[config.mk]
export PLATFORM = sky130hd
export DESIGN_NAME = edge_detector_bank
export DESIGN_NICKNAME = d
export VERILOG_FILES = /design/src/rtl/edge_detector_bank.sv
export SDC_FILE = /design/constraint.sdc
export NUM_CORES = 1
export LEC_CHECK = 0
export CORE_ASPECT_RATIO = 0.6
export CORE_MARGIN = 8
export CORE_UTILIZATION = 47
export DETAILED_ROUTE_END_ITERATION = 7
export GPL_ROUTABILITY_DRIVEN = 1
export PLACE_DENSITY = 0.87
export SLEW_MARGIN = 20
export SYNTH_ARGS = -nofsm -noshare
export SYNTH_HDL_FRONTEND = slang
export SYNTH_SLANG_ARGS = --single-unit
[constraint.sdc]
create_clock -name clk -period 1.2 [get_ports clk]
set_input_delay 0.12 -clock clk [delete_from_list [all_inputs] [get_ports clk]]
set_output_delay 0.12 -clock clk [all_outputs]
set_load 0.01 [all_outputs]
[src/rtl/edge_detector_bank.sv]
// edge_detector_bank: per-channel synchroniser, debounce filter, edge pulses and sticky W1C flags
module edge_detector_bank #(
  parameter int WIDTH = 8,
  parameter int SYNC_STAGES = 2,
  parameter int FILTER_CNT = 4,
  parameter MODE = "NORMAL"
) (
  input  logic             clk,
  input  logic             rst,
  input  logic [WIDTH-1:0] in,
  input  logic [WIDTH-1:0] en,
  input  logic [WIDTH-1:0] clr,
  output logic [WIDTH-1:0] level,
  output logic [WIDTH-1:0] rise,
  output logic [WIDTH-1:0] fall,
  output logic [WIDTH-1:0] rise_flag,
  output logic [WIDTH-1:0] fall_flag,
  output logic             any_edge
);
  localparam int CW = FILTER_CNT > 1 ? $clog2(FILTER_CNT) : 1;
  localparam bit FAST = MODE == "FAST";
  logic [WIDTH-1:0] sync_q [SYNC_STAGES];
  logic [WIDTH-1:0] sync_d [SYNC_STAGES];
  logic [CW-1:0] cnt_q [WIDTH];
  logic [CW-1:0] cnt_d [WIDTH];
  logic [WIDTH-1:0] smp, accept, level_q, level_d, rise_d, fall_d, rise_q, fall_q;
  logic [WIDTH-1:0] rise_flag_q, rise_flag_d, fall_flag_q, fall_flag_d;
  always_comb begin
    sync_d[0] = in;
    for (int k = 1; k < SYNC_STAGES; k++) sync_d[k] = sync_q[k-1];
    smp = sync_q[SYNC_STAGES-1];
    for (int i = 0; i < WIDTH; i++) begin
      accept[i] = smp[i] != level_q[i] && cnt_q[i] == CW'(FILTER_CNT - 1);
      cnt_d[i] = (smp[i] == level_q[i] || accept[i]) ? '0 : cnt_q[i] + 1'b1;
    end
    level_d = level_q ^ accept;
    rise_d = accept & smp & en;
    fall_d = accept & ~smp & en;
    rise = FAST ? (rst ? '0 : rise_d) : rise_q;
    fall = FAST ? (rst ? '0 : fall_d) : fall_q;
    rise_flag_d = rise | (rise_flag_q & ~clr);
    fall_flag_d = fall | (fall_flag_q & ~clr);
    any_edge = |(rise | fall);
    level = level_q;
    rise_flag = rise_flag_q;
    fall_flag = fall_flag_q;
  end
  always_ff @(posedge clk) begin
    if (rst) begin
      for (int k = 0; k < SYNC_STAGES; k++) sync_q[k] <= '0;
      for (int i = 0; i < WIDTH; i++) cnt_q[i] <= '0;
      level_q <= '0;
      rise_q <= '0;
      fall_q <= '0;
      rise_flag_q <= '0;
      fall_flag_q <= '0;
    end else begin
      sync_q <= sync_d;
      cnt_q <= cnt_d;
      level_q <= level_d;
      rise_q <= rise_d;
      fall_q <= fall_d;
      rise_flag_q <= rise_flag_d;
      fall_flag_q <= fall_flag_d;
    end
  end
endmodule
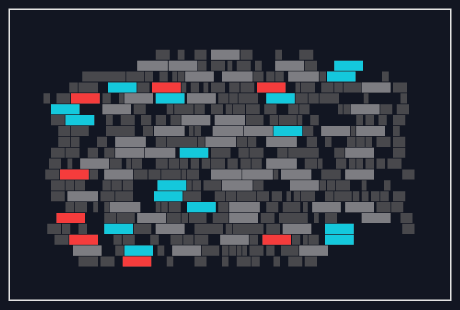
run_1/ff_map.png
(4 px per µm)
legend:
  cyan:
    signal: `cnt_q`
    sequential_cells: 16
  red:
    signal: `sync_d`
    sequential_cells: 8
Reg area: 0.001464 mm²
post-layout util: 69.34%

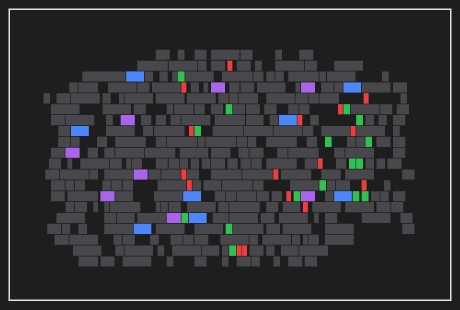
run_1/gates.png
(4 px per µm)
legend:
  purple:
    family: mux cells
    cells: 8
    most_used: mux2i_1
  red:
    family: inv cells
    cells: 16
    most_used: inv_1
  blue:
    family: fa/ha/maj cells
    cells: 8
    most_used: ha_1
  green:
    family: aoi and oai cells
    cells: 16
    most_used: a21oi_1
combinational share of cell area: 28.35%
most frequent logic cell in the layout: dfxtp_1

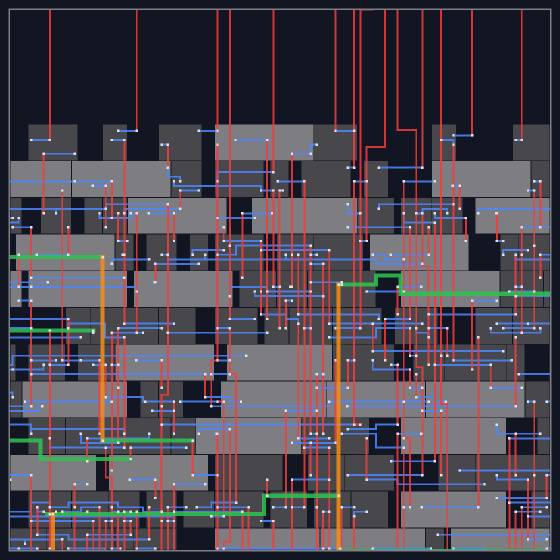
run_1/closeup.png
Window x 35 to 75, y 31 to 71 µm. Cells in grey, sequential cells in the stronger grey; small squares are vias.
legend:
  green:
    layer: M3
  orange:
    layer: M4
  red:
    layer: M2
  blue:
    layer: M1
most frequent: dfxtp_2 (13), dfxtp_1 (13), buf_4 (11)
cells with their middle in the window: 98
netlist names of flops here include: `rise` (8), `fall` (5), `cnt_q` (4)
sequential cells in the window: 26

run 1: synth_stat cells, types with 4 or more instances:
master    count  share of area (%)
mux2i_1       8                3.2
xnor2_1       8                2.8
dfxtp_1      72                 58
ha_1          8                4.0
nor4_1       12                3.0
nor4b_1       8                2.8
nor3b_2       4                2.0
nand3b_1      6                1.8
nor2b_1      16                4.0
nor2_1        8                1.2
nand2b_1     16                4.0
inv_1        16                2.4
buf_2         4               0.80
nor3b_1      12                3.6
a21oi_1      16                3.2
run 1: per-layer routing:
layer  global-route usage [%]  vias up
met5                        0        -
met4                    6.250        0
met2                    25.35       55
met1                    16.30      853
li1                         -      935
met3                    8.223       12
run 1: area by class of cell:
| cell class | instances | area, µm² | share of cell area [%] |
|---|---|---|---|
| multi-input combinational | 125 | 998.5 | 28.35 |
| sequential | 72 | 1464 | 41.56 |
| clock buffer | 12 | 135.1 | 3.837 |
| tap | 66 | 82.58 | 2.345 |
| inverter | 16 | 60.06 | 1.705 |
| timing repair buffer | 88 | 737.0 | 20.92 |
| clock inverter | 4 | 45.04 | 1.279 |
run 1: what timing repair did:
| item | in CTS | in global routing |
|---|---|---|
| resized | 70 | 36 |
| hold endpoints to repair | 0 | 0 |
| endpoints found under the setup margin | 41 | 20 |
| pin swaps | 4 | 4 |
run 1: cells in the final DEF (no fill, tap or decap), types with 9 or more instances in the layout:
| cell | instances |
|---|---|
| a21oi_1 | 16 |
| dfxtp_2 | 18 |
| clkdlybuf4s50_1 | 24 |
| clkbuf_2 | 10 |
| dlygate4sd2_1 | 22 |
| inv_1 | 16 |
| nor2b_1 | 16 |
| dfxtp_1 | 54 |
| clkbuf_8 | 9 |
| nand2b_1 | 16 |
| nor3b_1 | 10 |
| buf_4 | 21 |
==> metrics.yaml, run 1 <==
ys_area_mm2: 0.002492
clk_pin_slew_ns: 0.07
setup.reg_to_reg.worst_slack_ns: 0.11
ys_cells: 220
finalSetupViolCount: 1
p_int_mw: 3.495
cpLargestDelayFamily: "simple AND/OR/NAND/NOR gates"
total_power_mw: 4.399
boundaryPins: 67
numCtsBuffers: 9
met3WireLength_um: 499
path_cells: "nor4_4, nand4_1, buf_2"
route.met2.wl_um: 2813
violations: "setup timing"
port-buffer-count: 66
ys_sh_simple_pct: 24.35
dr.first_iter.drc_count: 48
pwr-share-clk_pct: 40.3
die.size.y_um: 72.41
rows: 20
initCoreUtil_pct: 49.06
power_density_mw_per_mm2: 1249
openroad.warnings: 28
synth_adder_area_share_pct: 4.016
top_layer_used: "met4"
slowest_stage: "dfxtp_2"
syn_avg_cell_area_um2: 11.33
insertedDiodeCount: 0
antenna_found_initial: 0
cts_root_buf: "clkbuf_8"
seq-power_mw: 2.44
cp.arrival_ns: 1.26
drive_gt1_share_pct: 25.55
switching_power_mw: 0.9038
yosys.area_share.xor_xnor_pct: 2.811
worstSetupPathDepth: 3
finalWorstSetupSlack_ns: -0.1796
wl_per_cell_um: 15.45
aoi_share_pct: 3.213
dp_hpwl_um: 4505
cp-end-kind: "primary output"
synth_nets: 254
core_area_mm2: 0.005080
fin_setup_tns_ns: -0.1796
grt_pass1_wl_um: 9273
rsz0062_at_grt: "true"
maxCapViolCount: 0
dp_cells: 367
holdBufCountCts: 0
fp.dieW_um: 110.0
rr_worst_depth: 3
min_path_cells: 2
hp-start: "rst"
worstSetupPathType: "flip-flop to primary output"
status: "finished with violations"
cp-start-kind: "flip-flop"
fin_skew_ns: 0.007329
post_drt_via_cell_ratio: 4.843
p_clk_mw: 1.77
period_used_pct: 115.0
hold_ws_ns: 0.06527
fin_crit_ns: 1.380
ys_seq_share_pct: 57.83
--- run 2 (diff from run 1) ---
CTS_CLUSTER_SIZE = 10   (was not set)
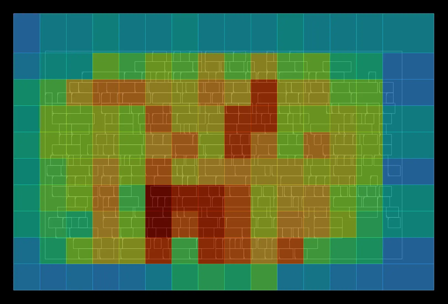
run_2/congestion_map.png
met3 Use GR: 8.223%
gr busiest metal: met2

==> metrics.yaml, run 2 <==
topCellsByArea: "dfxtp_1 58%, ha_1 4.0%, nand2b_1 4.0%"  # unchanged
final_cell_mix: "54 x dfxtp_1, 24 x clkdlybuf4s50_1, 22 x dlygate4sd2_1"  # unchanged
top_area_share_pct: 57.83  # unchanged
yosys.area.top_type: "dfxtp_1"  # unchanged
insertedDiodeCount: 0  # unchanged
synth_adder_area_share_pct: 4.016  # unchanged
finalWorstSetupSlack_ns: -0.1796  # unchanged
syn_area_mm2: 0.002492  # unchanged
clock-sinks: 72  # unchanged
tightestPinTransition_ns: 0.3376  # unchanged
postRouteAntennaNets: 0  # unchanged
async_reset_ff_share_pct: 0  # unchanged
h-tree-depth: 3  # unchanged
first_global_vias: 1922  # unchanged
gr-total-overflow: 0  # unchanged
max-slew-margin-rel_pct: 77.17  # unchanged
path_buffers: 1  # unchanged
logic_family: "simple AND/OR/NAND/NOR gates"  # unchanged
crit_required_ns: 1.08  # about the same
wl_per_cell_um: 15.45  # unchanged
cpLargestDelayFamily: "simple AND/OR/NAND/NOR gates"  # unchanged
final_cells: 383  # unchanged
cp-start-kind: "flip-flop"  # unchanged
slowest_stage: "dfxtp_2"  # unchanged
cp-end-kind: "primary output"  # unchanged
ys_types: 18  # unchanged
dp_cells: 367  # unchanged
fin_setup_tns_ns: -0.1796  # unchanged
num_vias: 1855  # unchanged
ys_top_cells_by_count: "72 x dfxtp_1, 16 x a21oi_1, 16 x inv_1, 16 x nand2b_1, 16 x nor2b_1"  # unchanged
syn_avg_cell_area_um2: 11.33  # unchanged
ys_area_mm2: 0.002492  # unchanged
cts_tree: "built"  # unchanged
nets: 346  # unchanged
worstSetupPathType: "flip-flop to primary output"  # unchanged
clk-insertion-delay-late_ns: 0.34  # about the same
drive_gt1_share_pct: 25.55  # unchanged
ys_seq_share_pct: 57.83  # unchanged
drv_slew: 0  # unchanged
boundaryPins: 67  # unchanged
max_freq_mhz: 724.8  # unchanged
initCoreUtil_pct: 49.06  # unchanged
stdcell_area_mm2: 0.003522  # unchanged
rsz0062_at_grt: "true"  # unchanged
ys_cells: 220  # unchanged
synth_nets: 254  # unchanged
cp_max_fo: 2  # unchanged
place_ws_ns: -0.2547  # unchanged
openroad.warnings: 28  # unchanged
fp.dieW_um: 110.0  # unchanged
layout_top_cell: "dfxtp_1"  # unchanged
irDropWorstVdd_mv: 1.243  # unchanged
clk_pin_slew_ns: 0.07  # about the same
core_area_mm2: 0.005080  # unchanged
holdBufCountCts: 0  # unchanged
maxCapViolCount: 0  # unchanged
dp_hpwl_um: 4505  # unchanged
mux_area_share_pct: 3.213  # unchanged
hp-class: "input port to flip-flop"  # unchanged
dr.first_iter.drc_count: 48  # unchanged
finalSetupViolCount: 1  # unchanged
yosys.area_share.xor_xnor_pct: 2.811  # unchanged
post_cts_buffers: 0  # unchanged
drt_wl_total_um: 5917  # unchanged
yosysWarnings: 0  # unchanged
path_cells: "nor4_4, nand4_1, buf_2"  # unchanged
hold_ws_ns: 0.06527  # unchanged
port-buffer-count: 66  # unchanged
violations: "setup timing"  # unchanged
post-synth-top-count-cell: "dfxtp_1"  # unchanged
antenna_found_initial: 0  # unchanged
cp.arrival_ns: 1.26  # about the same
ys.flops: 72  # unchanged
drc: 0  # unchanged
hold_violations: 0  # unchanged
fin_crit_ns: 1.380  # unchanged
fin_util_pct: 69.34  # unchanged
numCtsBuffers: 9  # unchanged
total_power_mw: 4.399  # unchanged
power_density_mw_per_mm2: 1249  # unchanged
grt_max_degree: 34  # unchanged
grt_use_met2_pct: 25.35  # unchanged
met1_usage_pct: 16.30  # unchanged
dpl_cell_area_mm2: 0.003354  # unchanged
aoi_share_pct: 3.213  # unchanged
edf_count: 0  # unchanged
grt_pass1_wl_um: 9273  # unchanged
fin_skew_ns: 0.007329  # unchanged
die_area_mm2: 0.007965  # unchanged
rows: 20  # unchanged
ys_sh_simple_pct: 24.35  # unchanged
leakage_nw: 1.480  # unchanged
track_usage_pct: 15.46  # unchanged
die.size.y_um: 72.41  # unchanged
post_drt_via_cell_ratio: 4.843  # unchanged
status: "finished with violations"  # unchanged
cts_root_buf: "clkbuf_8"  # unchanged
period_used_pct: 115.0  # unchanged
-- run 2: cell counts after synthesis --
No cell type changed its count.
-- run 2: logic make-up after synthesis --
| logic type | after synthesis |
|---|---|
| simple gates | 85 |
| flops | 72 |
| buf+inv | 23 |
| compound gates | 16 |
| xor+xnor | 8 |
| mux | 8 |
| fa+ha+maj | 8 |
-- run 2: final timing paths --
path                        startpoint                    to  cells past startpoint  slack, ns
setup / recovery    fall[5]$_SDFF_PP0_              any_edge                      3      -0.18
hold reg to reg   cnt_q[14]$_SDFF_PP0_  cnt_q[14]$_SDFF_PP0_                      1       0.43
setup reg to reg   cnt_q[6]$_SDFF_PP0_    rise[4]$_SDFF_PP0_                      3       0.11
hold / removal                     rst   cnt_q[0]$_SDFF_PP0_                      2       0.07
-- run 2: area by class of cell --
type                       instances  area [µm²]  share of cell area (%)
inverter                          16       60.06                   1.705
sequential                        72        1464                   41.56
clock buffer                      12       135.1                   3.837
multi-input combinational        125       998.5                   28.35
clock inverter                     4       45.04                   1.279
tap                               66       82.58                   2.345
timing repair buffer              88       737.0                   20.92
-- run 2: timing repair --
action	CTS	global route
pin swaps	4	4
gates cloned	0	0
endpoints found under the setup margin	41	20
resized	70	36
-- run 2: routing by layer --
metal  vias up  part of all wire (%)
met5         -                     0
met3        12                   8.4
met2        55                    48
met1       853                    42
li1        935                     -
met4         0                   1.9
-- run 2: worst register-to-register path, stage by stage, from the launching register on --
cell	delay [ns]
dfxtp_1	0.35
ha_1	0.26
nand3b_1	0.12
nor3b_1	0.27
-- run 2: power breakdown --
group	leakage, nW	internal [mW]	switching (mW)
Combinational	0.793	0.122	0.0632
Clock	0.0941	0.951	0.820
Sequential	0.593	2.42	0.0204
Total	1.48	3.50	0.904
No activity file was given, so power comes from the tool's default toggle rates.
